--- src/rtl/vga_fb_rd_sched.sv ---
// rtl/vga_fb_rd_sched.sv - framebuffer fetch scheduler: splits a frame read into credit-gated AXI4 INCR bursts
//
// Purpose: reads frame_beats_i bus-width beats from base_addr_i as AXI4 INCR
// bursts that never cross a 4 KiB page. A burst is only issued once the
// downstream line FIFO has room reserved for all of its beats, so the R
// channel can always be accepted and forwarded without backpressure.
//
// Ports:
//   aclk, aresetn                 clock, asynchronous active-low reset
//   frame_start_i, abort_i        frame control (start honoured only in IDLE)
//   base_addr_i, frame_beats_i    frame base address and length in beats
//   fifo_pop_i                    downstream consumed one beat (returns a credit)
//   data_o, data_valid_o          line FIFO push port
//   busy_o, frame_done_o, err_o   status (done is a pulse, err is sticky)
//   ar*                           AXI4 read address channel (master)
//   r*                            AXI4 read data channel (master)

module vga_fb_rd_sched #(
   parameter int unsigned BURST_LEN       = 16,
   parameter int unsigned FIFO_DEPTH      = 64,
   parameter int unsigned MAX_OUTSTANDING = 2,
   parameter int unsigned AXI4_ADDR_WIDTH = 32,
   parameter int unsigned AXI4_DATA_WIDTH = 32,
   parameter int unsigned AXI4_ID_WIDTH   = 4,
   parameter logic [AXI4_ID_WIDTH-1:0] AR_ID = '0
) (
   input  logic                       aclk,
   input  logic                       aresetn,
   input  logic                       frame_start_i,
   input  logic                       abort_i,
   input  logic [AXI4_ADDR_WIDTH-1:0] base_addr_i,
   input  logic [31:0]                frame_beats_i,
   input  logic                       fifo_pop_i,
   output logic [AXI4_DATA_WIDTH-1:0] data_o,
   output logic                       data_valid_o,
   output logic                       busy_o,
   output logic                       frame_done_o,
   output logic                       err_o,
   output logic [AXI4_ID_WIDTH-1:0]   arid,
   output logic [AXI4_ADDR_WIDTH-1:0] araddr,
   output logic [7:0]                 arlen,
   output logic [2:0]                 arsize,
   output logic [1:0]                 arburst,
   output logic                       arvalid,
   input  logic                       arready,
   input  logic [AXI4_ID_WIDTH-1:0]   rid,
   input  logic [AXI4_DATA_WIDTH-1:0] rdata,
   input  logic [1:0]                 rresp,
   input  logic                       rlast,
   input  logic                       rvalid,
   output logic                       rready
);

   localparam int unsigned AXI4_WSTRB_WIDTH     = AXI4_DATA_WIDTH / 8;
   localparam int unsigned ARSIZE               = $clog2(AXI4_WSTRB_WIDTH);
   localparam logic [1:0]  AXI4_BURST_TYPE_INCR = 2'b01;
   localparam int unsigned CW                   = $clog2(FIFO_DEPTH + 1);
   localparam int unsigned OW                   = $clog2(MAX_OUTSTANDING + 1);

   typedef enum logic [1:0] {S_IDLE, S_REQ, S_DRAIN} state_e;

   state_e                       state_q, state_d;
   logic [AXI4_ADDR_WIDTH-1:0]   addr_q, addr_d;
   logic [31:0]                  remaining_q, remaining_d;
   logic [CW-1:0]                credits_q, credits_d;
   logic [OW-1:0]                outstanding_q, outstanding_d;
   logic                         arvalid_q, arvalid_d;
   logic [AXI4_ADDR_WIDTH-1:0]   araddr_q, araddr_d;
   logic [7:0]                   arlen_q, arlen_d;
   logic [AXI4_DATA_WIDTH-1:0]   data_q, data_d;
   logic                         data_valid_q, data_valid_d;
   logic                         err_q, err_d;
   logic                         done_q, done_d;
   logic                         aborted_q, aborted_d;

   logic [12:0]                  page_bytes;
   logic [31:0]                  page_beats;
   logic [31:0]                  len_beats;
   logic                         issue;
   logic                         r_hs;
   logic                         rlast_hs;
   logic [CW-1:0]                credits_after_issue;

   // Responses are strictly in order, so the ID carries no information.
   logic unused_rid;
   assign unused_rid = ^rid;

   assign rready   = (state_q != S_IDLE);
   assign r_hs     = rvalid && rready;
   assign rlast_hs = r_hs && rlast;

   // Largest burst from the current address: burst cap, frame remainder and
   // distance to the next 4 KiB page, whichever is smallest.
   always_comb begin
      page_bytes = 13'd4096 - {1'b0, addr_q[11:0]};
      page_beats = 32'(page_bytes >> ARSIZE);
      len_beats  = 32'(BURST_LEN);
      if (remaining_q < len_beats) len_beats = remaining_q;
      if (page_beats < len_beats)  len_beats = page_beats;
   end

   // Credits, outstanding count, address and remainder are all charged when
   // arvalid is raised rather than at the handshake. Only one AR can be
   // pending, so this is equivalent for every issue decision, and it lets the
   // next burst be raised in the same cycle the previous one is accepted.
   assign issue = (state_q == S_REQ) && !abort_i
                  && (!arvalid_q || arready)
                  && (remaining_q != 32'd0)
                  && (32'(credits_q) >= len_beats)
                  && (outstanding_q < OW'(MAX_OUTSTANDING));

   always_comb begin
      state_d       = state_q;
      addr_d        = addr_q;
      remaining_d   = remaining_q;
      outstanding_d = outstanding_q + OW'(issue) - OW'(rlast_hs);
      arvalid_d     = arvalid_q;
      araddr_d      = araddr_q;
      arlen_d       = arlen_q;
      err_d         = err_q;
      aborted_d     = aborted_q;
      done_d        = 1'b0;
      data_valid_d  = r_hs;
      data_d        = r_hs ? rdata : data_q;

      if (r_hs && (rresp != 2'b00)) err_d = 1'b1;

      if (arvalid_q && arready) arvalid_d = 1'b0;

      if (issue) begin
         arvalid_d   = 1'b1;
         araddr_d    = addr_q;
         arlen_d     = 8'(len_beats - 32'd1);
         addr_d      = addr_q + (AXI4_ADDR_WIDTH'(len_beats) << ARSIZE);
         remaining_d = remaining_q - len_beats;
      end

      credits_after_issue = credits_q - (issue ? CW'(len_beats) : '0);
      credits_d           = credits_after_issue;
      if (fifo_pop_i && (credits_after_issue < CW'(FIFO_DEPTH)))
         credits_d = credits_after_issue + CW'(1);

      unique case (state_q)
         S_IDLE: begin
            if (frame_start_i) begin
               addr_d      = base_addr_i;
               remaining_d = frame_beats_i;
               err_d       = 1'b0;
               aborted_d   = 1'b0;
               state_d     = (frame_beats_i == 32'd0) ? S_DRAIN : S_REQ;
            end
         end
         S_REQ: begin
            if (abort_i) begin
               aborted_d = 1'b1;
               state_d   = S_DRAIN;
            end else if (remaining_q == 32'd0) begin
               state_d = S_DRAIN;
            end
         end
         S_DRAIN: begin
            if (abort_i) aborted_d = 1'b1;
            // A still-pending AR is already counted as outstanding, so it
            // holds the block here until its data has returned.
            if (outstanding_q == '0) begin
               state_d = S_IDLE;
               done_d  = !(aborted_q || abort_i);
            end
         end
         default: state_d = S_IDLE;
      endcase
   end

   always_ff @(posedge aclk or negedge aresetn) begin
      if (!aresetn) begin
         state_q       <= S_IDLE;
         addr_q        <= '0;
         remaining_q   <= '0;
         credits_q     <= CW'(FIFO_DEPTH);
         outstanding_q <= '0;
         arvalid_q     <= 1'b0;
         araddr_q      <= '0;
         arlen_q       <= '0;
         data_q        <= '0;
         data_valid_q  <= 1'b0;
         err_q         <= 1'b0;
         done_q        <= 1'b0;
         aborted_q     <= 1'b0;
      end else begin
         state_q       <= state_d;
         addr_q        <= addr_d;
         remaining_q   <= remaining_d;
         credits_q     <= credits_d;
         outstanding_q <= outstanding_d;
         arvalid_q     <= arvalid_d;
         araddr_q      <= araddr_d;
         arlen_q       <= arlen_d;
         data_q        <= data_d;
         data_valid_q  <= data_valid_d;
         err_q         <= err_d;
         done_q        <= done_d;
         aborted_q     <= aborted_d;
      end
   end

   assign arid         = AR_ID;
   assign araddr       = araddr_q;
   assign arlen        = arlen_q;
   assign arsize       = 3'(ARSIZE);
   assign arburst      = AXI4_BURST_TYPE_INCR;
   assign arvalid      = arvalid_q;
   assign data_o       = data_q;
   assign data_valid_o = data_valid_q;
   assign busy_o       = (state_q != S_IDLE);
   assign frame_done_o = done_q;
   assign err_o        = err_q;

endmodule

--- config.mk ---
export PLATFORM = sky130hd
export DESIGN_NAME = vga_fb_rd_sched
export DESIGN_NICKNAME = d
export VERILOG_FILES = /design/src/rtl/vga_fb_rd_sched.sv
export SDC_FILE = /design/constraint.sdc
export NUM_CORES = 1
export LEC_CHECK = 0
export CAP_MARGIN = 10
export CELL_PAD_IN_SITES_DETAIL_PLACEMENT = 2
export CELL_PAD_IN_SITES_GLOBAL_PLACEMENT = 2
export CORE_MARGIN = 2
export CORE_UTILIZATION = 36
export CTS_BUF_LIST = sky130_fd_sc_hd__clkbuf_8
export CTS_CLUSTER_DIAMETER = 30
export DETAILED_ROUTE_END_ITERATION = 16
export PLACE_DENSITY_LB_ADDON = 0.3
export SETUP_SLACK_MARGIN = 0.15
export SLEW_MARGIN = 20
export SYNTH_ARGS = -nofsm -noshare
export SYNTH_HDL_FRONTEND = slang
export SYNTH_SLANG_ARGS = --single-unit
--- constraint.sdc ---
create_clock -name aclk -period 13.8 [get_ports aclk]
set_input_delay 2.07 -clock aclk [delete_from_list [all_inputs] [get_ports aclk]]
set_output_delay 2.07 -clock aclk [all_outputs]
set_load 0.01 [all_outputs]
==> CHANGELOG.md, run 1 <==
## Implementation

* TritonCTS clock tree: yes
* Vias in the first global route at 11000
* Finished Cell Area at 0.0136 mm^2
* Yosys Warn Count at 0
* Critical Path Start Type: flop
* Wire length per cell at 21.5 um
* Hold WC Path Type: reg2reg
* Logic family by area: AND-OR/OR-AND gates
* Buffers excl. clock at 190
* WS Path Type: reg2reg
* Largest net degree at the start of global routing at 96
* Net count, final at 1583
* Reg2reg setup slack at 4.96 ns
* Die Area at 0.0317 mm^2
* Total gr overflow at 0
* Clock buffers at 19
* Critical-path maximum fanout at 55
* Crit. End Element: flop
* H-tree levels at 4
* Dpl cell area at 0.0132 mm^2
* Final HPWL DP at 28700 um
* Final setup violation count at 0
* Minimum clock period at 8.84 ns
* Yosys adder share at 0.102
* WHS at 0.491 ns
* Highest Signal Layer: met4
* Status: complete, no violations
* Final period utilization at 0.641
* Setup_tns at 0 ns
* Yosys stat cell total at 1180
* Area share, top type at 0.346
* Post-Syn Area at 0.0109 mm^2
* Detailed Route Iter0 Violations at 323
* Met2 wire len at 19700 um
* Busiest grt layer: met2
* Flop share of the area at 0.279
* Seq power at 0.854 mW
* End point of the critical path: credits_q[5]$_DFF_PN0_
* Io pins at 197
* Setup slack after layout at 4.96 ns
* Filler instances at 3194
* Maxcap violations at 0
* Largest cells by area: dfrtp_1, ha_1, mux2_2
* Multi-input comb cells at 982
* Worst slew pin tran at 1.05 ns
* Sequential share of power at 0.237
* Row count at 63
* Yosys chip area at 0.0109 mm^2
* Clock sink total at 152
* Signal buf overhead at 0.138
* Register share after synthesis at 0.349
* Post-CTS setup buffer count at 0
* Switch Pwr at 1.72 mW
* Post-cts sizing count at 0
* Top delay family on crit path: simple AND/OR/NAND/NOR gates
* First-pass GRT wire length at 61300 um
* Final clock-cell share at 0.0315
* Post-synth top cells: dfrtp_1, a21oi_1, o21ai_0, nand2_1, ha_1
* Cell Type Count at 85
* DR pass1 iterations at 4
* Top-count cell post-synth: dfrtp_1
* Number of enable flip-flop cells at 0
* Top cells excl fill/tap: clkdlybuf4s50_1, dfrtp_1, a21oi_1
* PD cells at 263 mW/mm^2
* Aoi share at 0.219
* Post-route ant nets at 0
* Commonest flop: dfrtp_1
* Layout cells sized above 1 at 0.103
* Core Area at 0.0297 mm^2
* Critical Path Max Stage Delay at 0.59 ns
* Cells after Synth at 1180
* Number of logic inverters in the finished layout at 43
* DR WL met3 at 1050 um
* Combinational share of cell area at 0.504
* Min-Delay Path Depth at 1
* Leak at 6.11 nW
* Synth flops at 152
* Final max-slew violation count at 0
* Xor/xnor share at 0.0610
* Pre-Place Util at 0.367
* ANT cells at 0
* Skew final at 0.0273 ns
* Core Util, Final at 0.459
* Registers at 152
* Met1 Track Usage GR at 0.312
* Synth-to-Final Area Change at 25.1%
* WP data arrival at 9.20 ns
* Post-Syn Area per Cell at 9.25 um^2
* GPL Wtd Cong at 0.839
* Max Clk Rate at 0.113 GHz
* Hold_buf cts at 0
* Worst vdd ir at 0.0950 mV
* Clk Latency, worst-skew pair at 0.50 ns
* WL met1 at 16700 um
* CTS buffer count at 17
* Vias per cell at 5.50
* Simple Share, Synth at 0.149
* Tap cells at 390
* Crit path from: addr_q[1]$_DFFE_PN0P_
* Sw Share at 0.479
* Largest cell class: logic gates
* Power Total at 3.60 mW
* Clock root buffer: clkbuf_8
* R2R Path Start: addr_q[1]$_DFFE_PN0P_
* Clock Power at 0.387 mW
* DP Worst Slack at 5.26 ns
* Layout Cells excl Fill at 1789
* Data required, critical path at 14.16 ns
* Dominant cell type by area after synthesis: dfrtp_1
* Initial antenna violation count at 0
* R2r endpoint: credits_q[5]$_DFF_PN0_
* Reg clk slew, reported paths at 0.10 ns
* Commonest Layout Cell: clkdlybuf4s50_1
* Slew HR at 0.301
* Clk pwr share at 0.108
* RSZ-0062 raised after global routing: false
* CP max-delay cell: or4_4
* OpenROAD warnings at 32
* Mux share at 0.0797
* Post-synth ARST share at 1.00
* Highest-power group: combinational logic
* FF-to-FF path depth at 33
* P_comb at 2.35 mW
* DRC violations left at 0
* Worst Hold Endpoint: frame_done_o$_DFF_PN0_
* Min-delay src: outstanding_q[0]$_DFF_PN0_
* Clock Path Buffers at 2
* Placed Cells at 1757
* Storage cell area at 0.00380 mm^2
* Worst Path Buf+Inv at 3
* Logic area at 0.00687 mm^2
* Pint at 1.87 mW
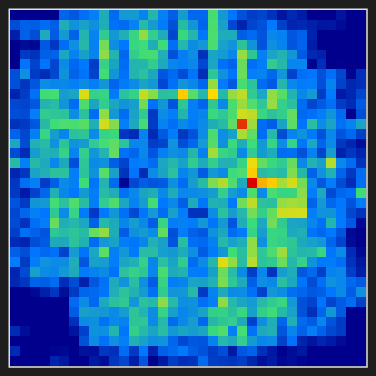
(run_1/wire_density.png)
(2 px per um) 36 x 36 tiles, from dark blue (low) to red (high), scaled to the fullest tile. Values are wire area over tile area, all layers added.
The fullest tile reaches 0.66. The emptiest ninth of the die: south-west. 8.5% of the tiles are nearly empty. The mean over all tiles is 0.19.
gr usage total: 0.250
Vias: 9833

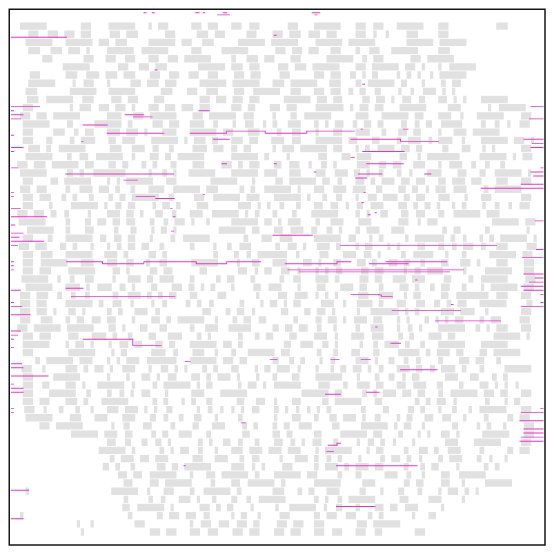
(run_1/met3.png)
(3 px per um)
102 nets have wire on it. The layer holds 2.7% of the routed length.
met3 GRT Util: 0.0377
wirelength, routed: 38400 um

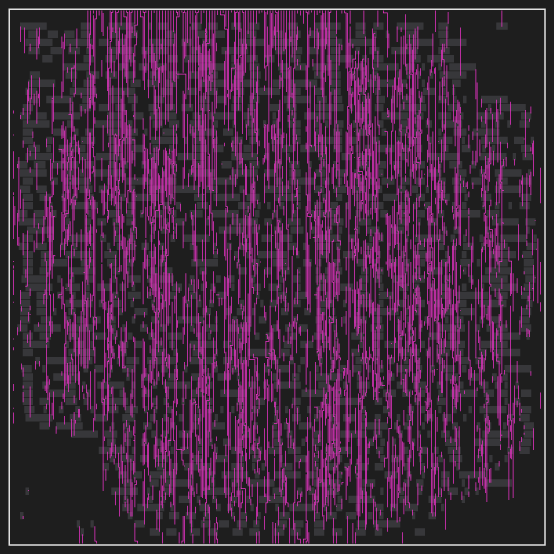
(run_1/met2.png)
(3 px per um)
1476 nets have wire on it. The longest straight run is 120 um. The layer holds 51% of the routed length.
global-route met2 utilization: 0.443

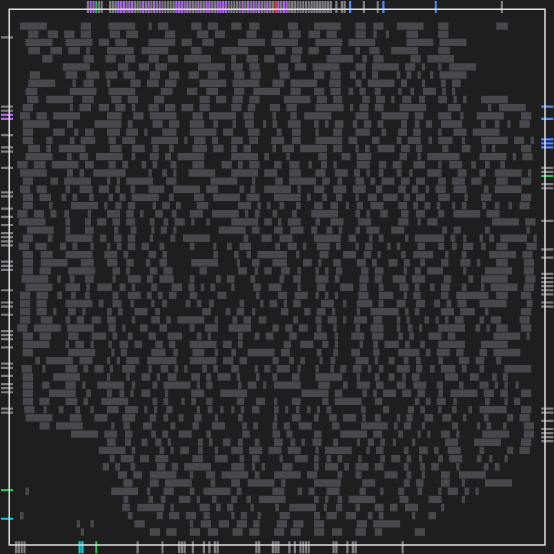
(run_1/pins.png)
(3 px per um) Pins as bars across the die edge, other pins in grey.
Red marks rready, pins 1, direction output, edge north. Purple marks rdata, pins 32, direction input, edge 30 north, 2 west. Cyan marks arsize, pins 3, direction output, edge 2 south, 1 west. Green marks arid, pins 4, direction output, edge 1 east, 1 north, 1 west, 1 south. Blue marks arlen, pins 8, direction output, edge 5 east, 3 north.
All pins by edge: 96 north, 39 west, 34 south, 28 east.
IO buf count: 183
die height: 178 um
die width: 178 um

==> run_1/final_congestion.png <==
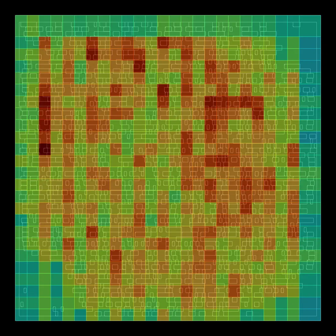

==> run 1 -> run 2 <==
--- a/config.mk
+++ b/config.mk
@@ -9,7 +9,7 @@
 export CELL_PAD_IN_SITES_DETAIL_PLACEMENT = 2
 export CELL_PAD_IN_SITES_GLOBAL_PLACEMENT = 2
 export CORE_MARGIN = 2
-export CORE_UTILIZATION = 36
+export CORE_UTILIZATION = 34
 export CTS_BUF_LIST = sky130_fd_sc_hd__clkbuf_8
 export CTS_CLUSTER_DIAMETER = 30
 export DETAILED_ROUTE_END_ITERATION = 16
==> constraint.sdc (replaced) <==
create_clock -name aclk -period 9 [get_ports aclk]
set_input_delay 1.35 -clock aclk [delete_from_list [all_inputs] [get_ports aclk]]
set_output_delay 1.35 -clock aclk [all_outputs]
set_load 0.01 [all_outputs]
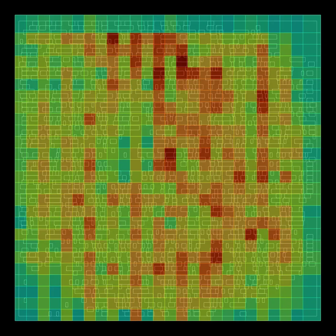
(run_2/final_congestion.png)
gr usage total: 0.220
met3 GRT Util: 0.0391
met1 Track Usage GR: 0.283
global-route met2 utilization: 0.380
Core Util, Final: 0.432

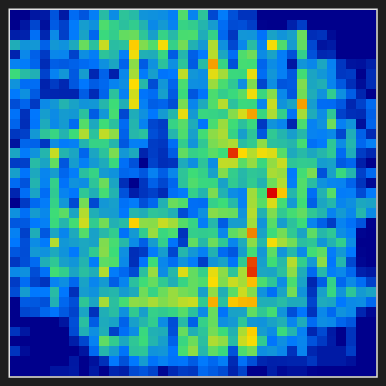
(run_2/wire_density.png)
(2 px per um) 37 x 37 tiles, from dark blue (low) to red (high), scaled to the fullest tile. Values are wire area over tile area, all layers added.
The fullest tile reaches 0.52. The mean over all tiles is 0.17. 17% of the tiles are over half the peak.
wire length per cell: 19.9 um
Vias: 9642
wirelength, routed: 35900 um

==> run 2 against run 1 <==
  * Synthesized area did not move
  * Critical path depth fell by 2
  * Cell area barely moved
  * Largest cell class unchanged
  * Sequential share of layout area barely moved
  * Worst hold slack got worse by 0.0012 ns
  * Register-to-register slack got worse by 4.1 ns
  * Flip-flop count did not move
  * Highest routed layer unchanged
  * Utilization fell by 2.7 points
  * Global-route usage fell by 2.9 points
  * Final cell count rose by 0.78%
  * Non-clock buffer count rose by 1
==> CHANGELOG.md, run 2 <==
## Implementation

* Status: complete, no violations
* Dpl cell area at 0.0132 mm^2 (+0.17%)
* Pint at 2.81 mW (+50%)
* PD cells at 393 mW/mm^2 (+49%)
* Seq power at 1.30 mW (+52%)
* Post-synth ARST share at 1.00 (unchanged)
* Xor/xnor share at 0.0610 (unchanged)
* DR WL met3 at 1090 um (+3.8%)
* Flop share of the area at 0.279 (about the same)
* Layout cells sized above 1 at 0.104 (+0.000641)
* Power Total at 5.36 mW (+49%)
* Registers at 152 (unchanged)
* CTS buffer count at 17 (unchanged)
* OpenROAD warnings at 32 (unchanged)
* Mux share at 0.0797 (unchanged)
* DRC violations left at 0 (unchanged)
* Synth flops at 152 (unchanged)
* Busiest grt layer: met2
* Vias in the first global route at 10700 (-3.2%)
* Hold WC Path Type: reg2reg
* H-tree levels at 4 (unchanged)
* Setup_tns at 0 ns (unchanged)
* Aoi share at 0.219 (unchanged)
* Area share, top type at 0.346 (unchanged)
* Die width at 183 um (+2.8%)
* Io pins at 197 (unchanged)
* Commonest Layout Cell: clkdlybuf4s50_1
* Simple Share, Synth at 0.149 (unchanged)
* Highest Signal Layer: met4
* Clock Power at 0.564 mW (+46%)
* Worst Path Buf+Inv at 2 (-1)
* Hold_buf cts at 0 (unchanged)
* Yosys stat cell total at 1180 (unchanged)
* Sw Share at 0.476 (-0.00291)
* Largest cells by area: dfrtp_1, ha_1, mux2_2
* R2R Path Start: addr_q[0]$_DFFE_PN0P_
* Clk pwr share at 0.105 (-0.003)
* Dominant cell type by area after synthesis: dfrtp_1
* Final setup violation count at 0 (unchanged)
* Pre-Place Util at 0.346 (-0.0214)
* End point of the critical path: credits_q[4]$_DFF_PN0_
* First-pass GRT wire length at 58300 um (-5.0%)
* Number of enable flip-flop cells at 0 (unchanged)
* Die Area at 0.0335 mm^2 (+5.7%)
* Commonest flop: dfrtp_1
* Final period utilization at 0.903 (+0.263)
* Sequential share of power at 0.242 (+0.005)
* WHS at 0.490 ns (-0.00121 ns)
* Filler instances at 3485 (+9.1%)
* Final max-slew violation count at 0 (unchanged)
* WS Path Type: reg2reg
* Placed Cells at 1770 (+0.74%)
* Reg clk slew, reported paths at 0.10 ns (about the same)
* Met2 wire len at 17800 um (-9.8%)
* FF-to-FF path depth at 31 (-6.1%)
* Tap cells at 402 (+3.1%)
* Highest-power group: combinational logic
* Setup slack after layout at 0.869 ns (-4.09 ns)
* Synth-to-Final Area Change at 25.0% (about the same)
* Number of logic inverters in the finished layout at 43 (unchanged)
* Largest net degree at the start of global routing at 92 (-4.2%)
* Worst vdd ir at 0.136 mV (+43%)
* Post-synth top cells: dfrtp_1, a21oi_1, o21ai_0, nand2_1, ha_1
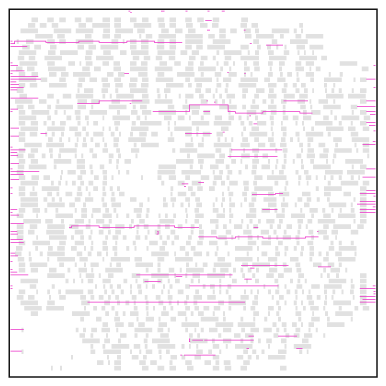
(run_2/met3.png)
(2 px per um)
The layer carries 1090 um of wire. 110 nets have wire on it. The layer holds 3.0% of the routed length. The longest straight run is 78.4 um. The wires run mostly horizontal.

==> run_2/met2.png <==
(2 px per um)
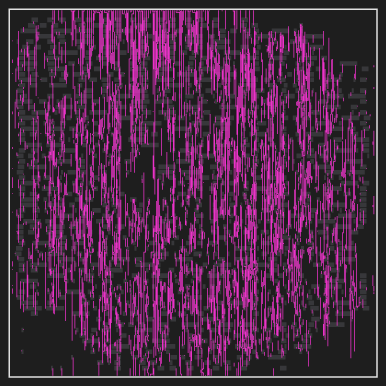

==> run 2 -> run 3 <==
--- a/config.mk
+++ b/config.mk
@@ -5,11 +5,12 @@
 export SDC_FILE = /design/constraint.sdc
 export NUM_CORES = 1
 export LEC_CHECK = 0
+export ABC_AREA = 1
 export CAP_MARGIN = 10
 export CELL_PAD_IN_SITES_DETAIL_PLACEMENT = 2
 export CELL_PAD_IN_SITES_GLOBAL_PLACEMENT = 2
 export CORE_MARGIN = 2
-export CORE_UTILIZATION = 34
+export CORE_UTILIZATION = 31
 export CTS_BUF_LIST = sky130_fd_sc_hd__clkbuf_8
 export CTS_CLUSTER_DIAMETER = 30
 export DETAILED_ROUTE_END_ITERATION = 16
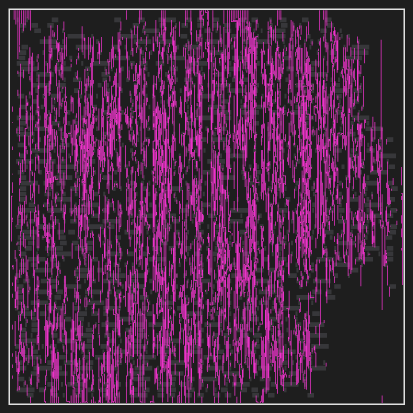
(run_3/met2.png)
(2 px per um)
The layer holds 51% of the routed length. 1904 nets have wire on it.
Vias: 12100
global-route met2 utilization: 0.424
wirelength, routed: 44200 um

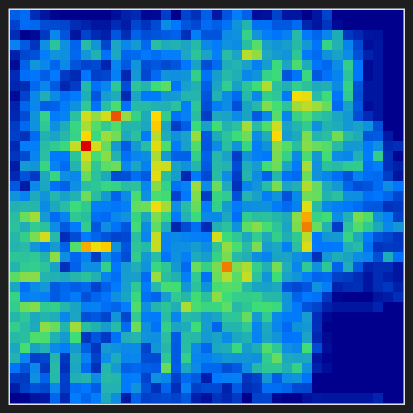
(run_3/wire_density.png)
(2 px per um) 39 x 39 tiles, from dark blue (low) to red (high), scaled to the fullest tile. Values are wire area over tile area, all layers added.
The mean over all tiles is 0.18. 11% of the tiles are over half the peak. 8.2% of the tiles are nearly empty. The fullest tile reaches 0.60. The emptiest ninth of the die: south-east.
wire length per cell: 18.7 um
gr usage total: 0.236

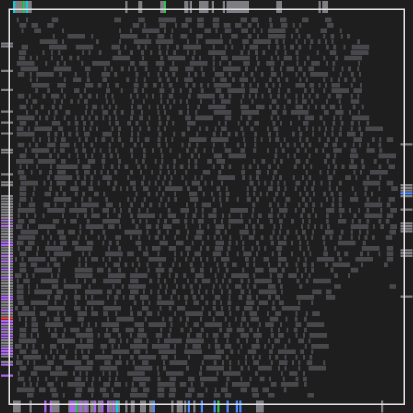
(run_3/pins.png)
(2 px per um) Pins as bars across the die edge, other pins in grey.
Cyan marks arsize, pins 3, direction output, edge 2 north, 1 south. Purple marks rdata, pins 32, direction input, edge 21 west, 11 south. Blue marks arlen, pins 8, direction output, edge 7 south, 1 east. Red marks rready, pins 1, direction output, edge west. Green marks arid, pins 4, direction output, edge 2 north, 2 south.
All pins by edge: 75 west, 62 south, 45 north, 15 east.
die width: 197 um
die height: 197 um

==> run 3 against run 2 <==
  * Wire length is 23% higher
  * Global-route usage increased by 1.6 points
  * Die size up 15%
  * Via count up 25%
  * Worst setup slack improved by 0.44 ns
  * Largest cell class unchanged
==> CHANGELOG.md, run 3 <==
## Implementation

* Yosys stat cell total at 1673 (+42%)
* Dpl cell area at 0.0139 mm^2 (+4.9%)
* Xor/xnor share at 0.0281 (-0.0329)
* Number of enable flip-flop cells at 0 (unchanged)
* Sw Share at 0.533 (+0.0571)
* Highest-power group: combinational logic
* WS Path Type: reg2reg
* Net count, final at 2079
* Aoi share at 0.159 (-0.0606)
* Busiest grt layer: met2
* OpenROAD warnings at 32 (unchanged)
* Layout cells sized above 1 at 0.0454 (-0.0582)
* Post-cts sizing count at 0
* Tap cells at 468 (+16%)
* ANT cells at 0
* Status: complete, no violations
* Die Area at 0.0387 mm^2 (+15%)
* Number of logic inverters in the finished layout at 168 (+290%)
* Registers at 152 (unchanged)
* Sequential share of power at 0.232 (-0.010)
* Post-synth ARST share at 1.00 (unchanged)
* PD cells at 386 mW/mm^2 (-1.9%)
* Mux share at 0 (-0.0797)
* Worst Path Buf+Inv at 8 (+6)
* Final max-slew violation count at 0 (unchanged)
* DRC violations left at 0 (unchanged)
* Largest net degree at the start of global routing at 96 (+4.3%)
* Worst vdd ir at 0.186 mV (+37%)
* Setup slack after layout at 1.31 ns (+0.438 ns)
* DR WL met3 at 1620 um (+49%)
* Most frequent CP cell: nand2_1
* End point of the critical path: credits_q[5]$_DFF_PN0_
* Pre-Place Util at 0.314 (-0.0312)
* CTS buffer count at 17 (unchanged)
* Flop share of the area at 0.267 (-0.0125)
* Row count at 70
* Met2 wire len at 22400 um (+26%)
* Final period utilization at 0.855 (-0.0487)
* Clock sink total at 152
* Highest Signal Layer: met5
* Hold WC Path Type: reg2reg
* Post-synth top cells: nand2_1, a21oi_1, nor2_1, inv_1, dfrtp_1
* Simple Share, Synth at 0.305 (+0.156)
* P_comb at 3.67 mW
* Hold_buf cts at 0 (unchanged)
* Met3 GRT Util at 0.0484 (+0.00931)
* H-tree levels at 4 (unchanged)
* Placed Cells at 2331 (+32%)
* Reg clk slew, reported paths at 0.11 ns (about the same)
* Vias in the first global route at 13700 (+28%)
* Dominant cell type by area after synthesis: dfrtp_1
* Clock buffers at 17
* Power Total at 5.51 mW (+2.7%)
* FF-to-FF path depth at 47 (+52%)
* Core Util, Final at 0.390 (-0.0422)
* Io pins at 197 (unchanged)
* R2R Path Start: addr_q[0]$_DFFE_PN0P_
* Commonest flop: dfrtp_1
* Filler instances at 4467 (+28%)
* Seq power at 1.27 mW (about the same)
* Clk pwr share at 0.102 (-0.003)
* WHS at 0.447 ns (-0.0430 ns)
* Final setup violation count at 0 (unchanged)
* Clock Power at 0.564 mW (about the same)
* Setup_tns at 0 ns (unchanged)
* Synth flops at 152 (unchanged)
* First-pass GRT wire length at 72200 um (+24%)
* Commonest Layout Cell: nand2_1
* Synth-to-Final Area Change at 24.0%
* Met1 Track Usage GR at 0.286 (+0.00290)
* Largest cells by area: dfrtp_1, nand2_1, ha_1
* Pint at 2.57 mW (-8.5%)
* Area share, top type at 0.328 (-0.0182)
Power and IR drop assume default switching activity.
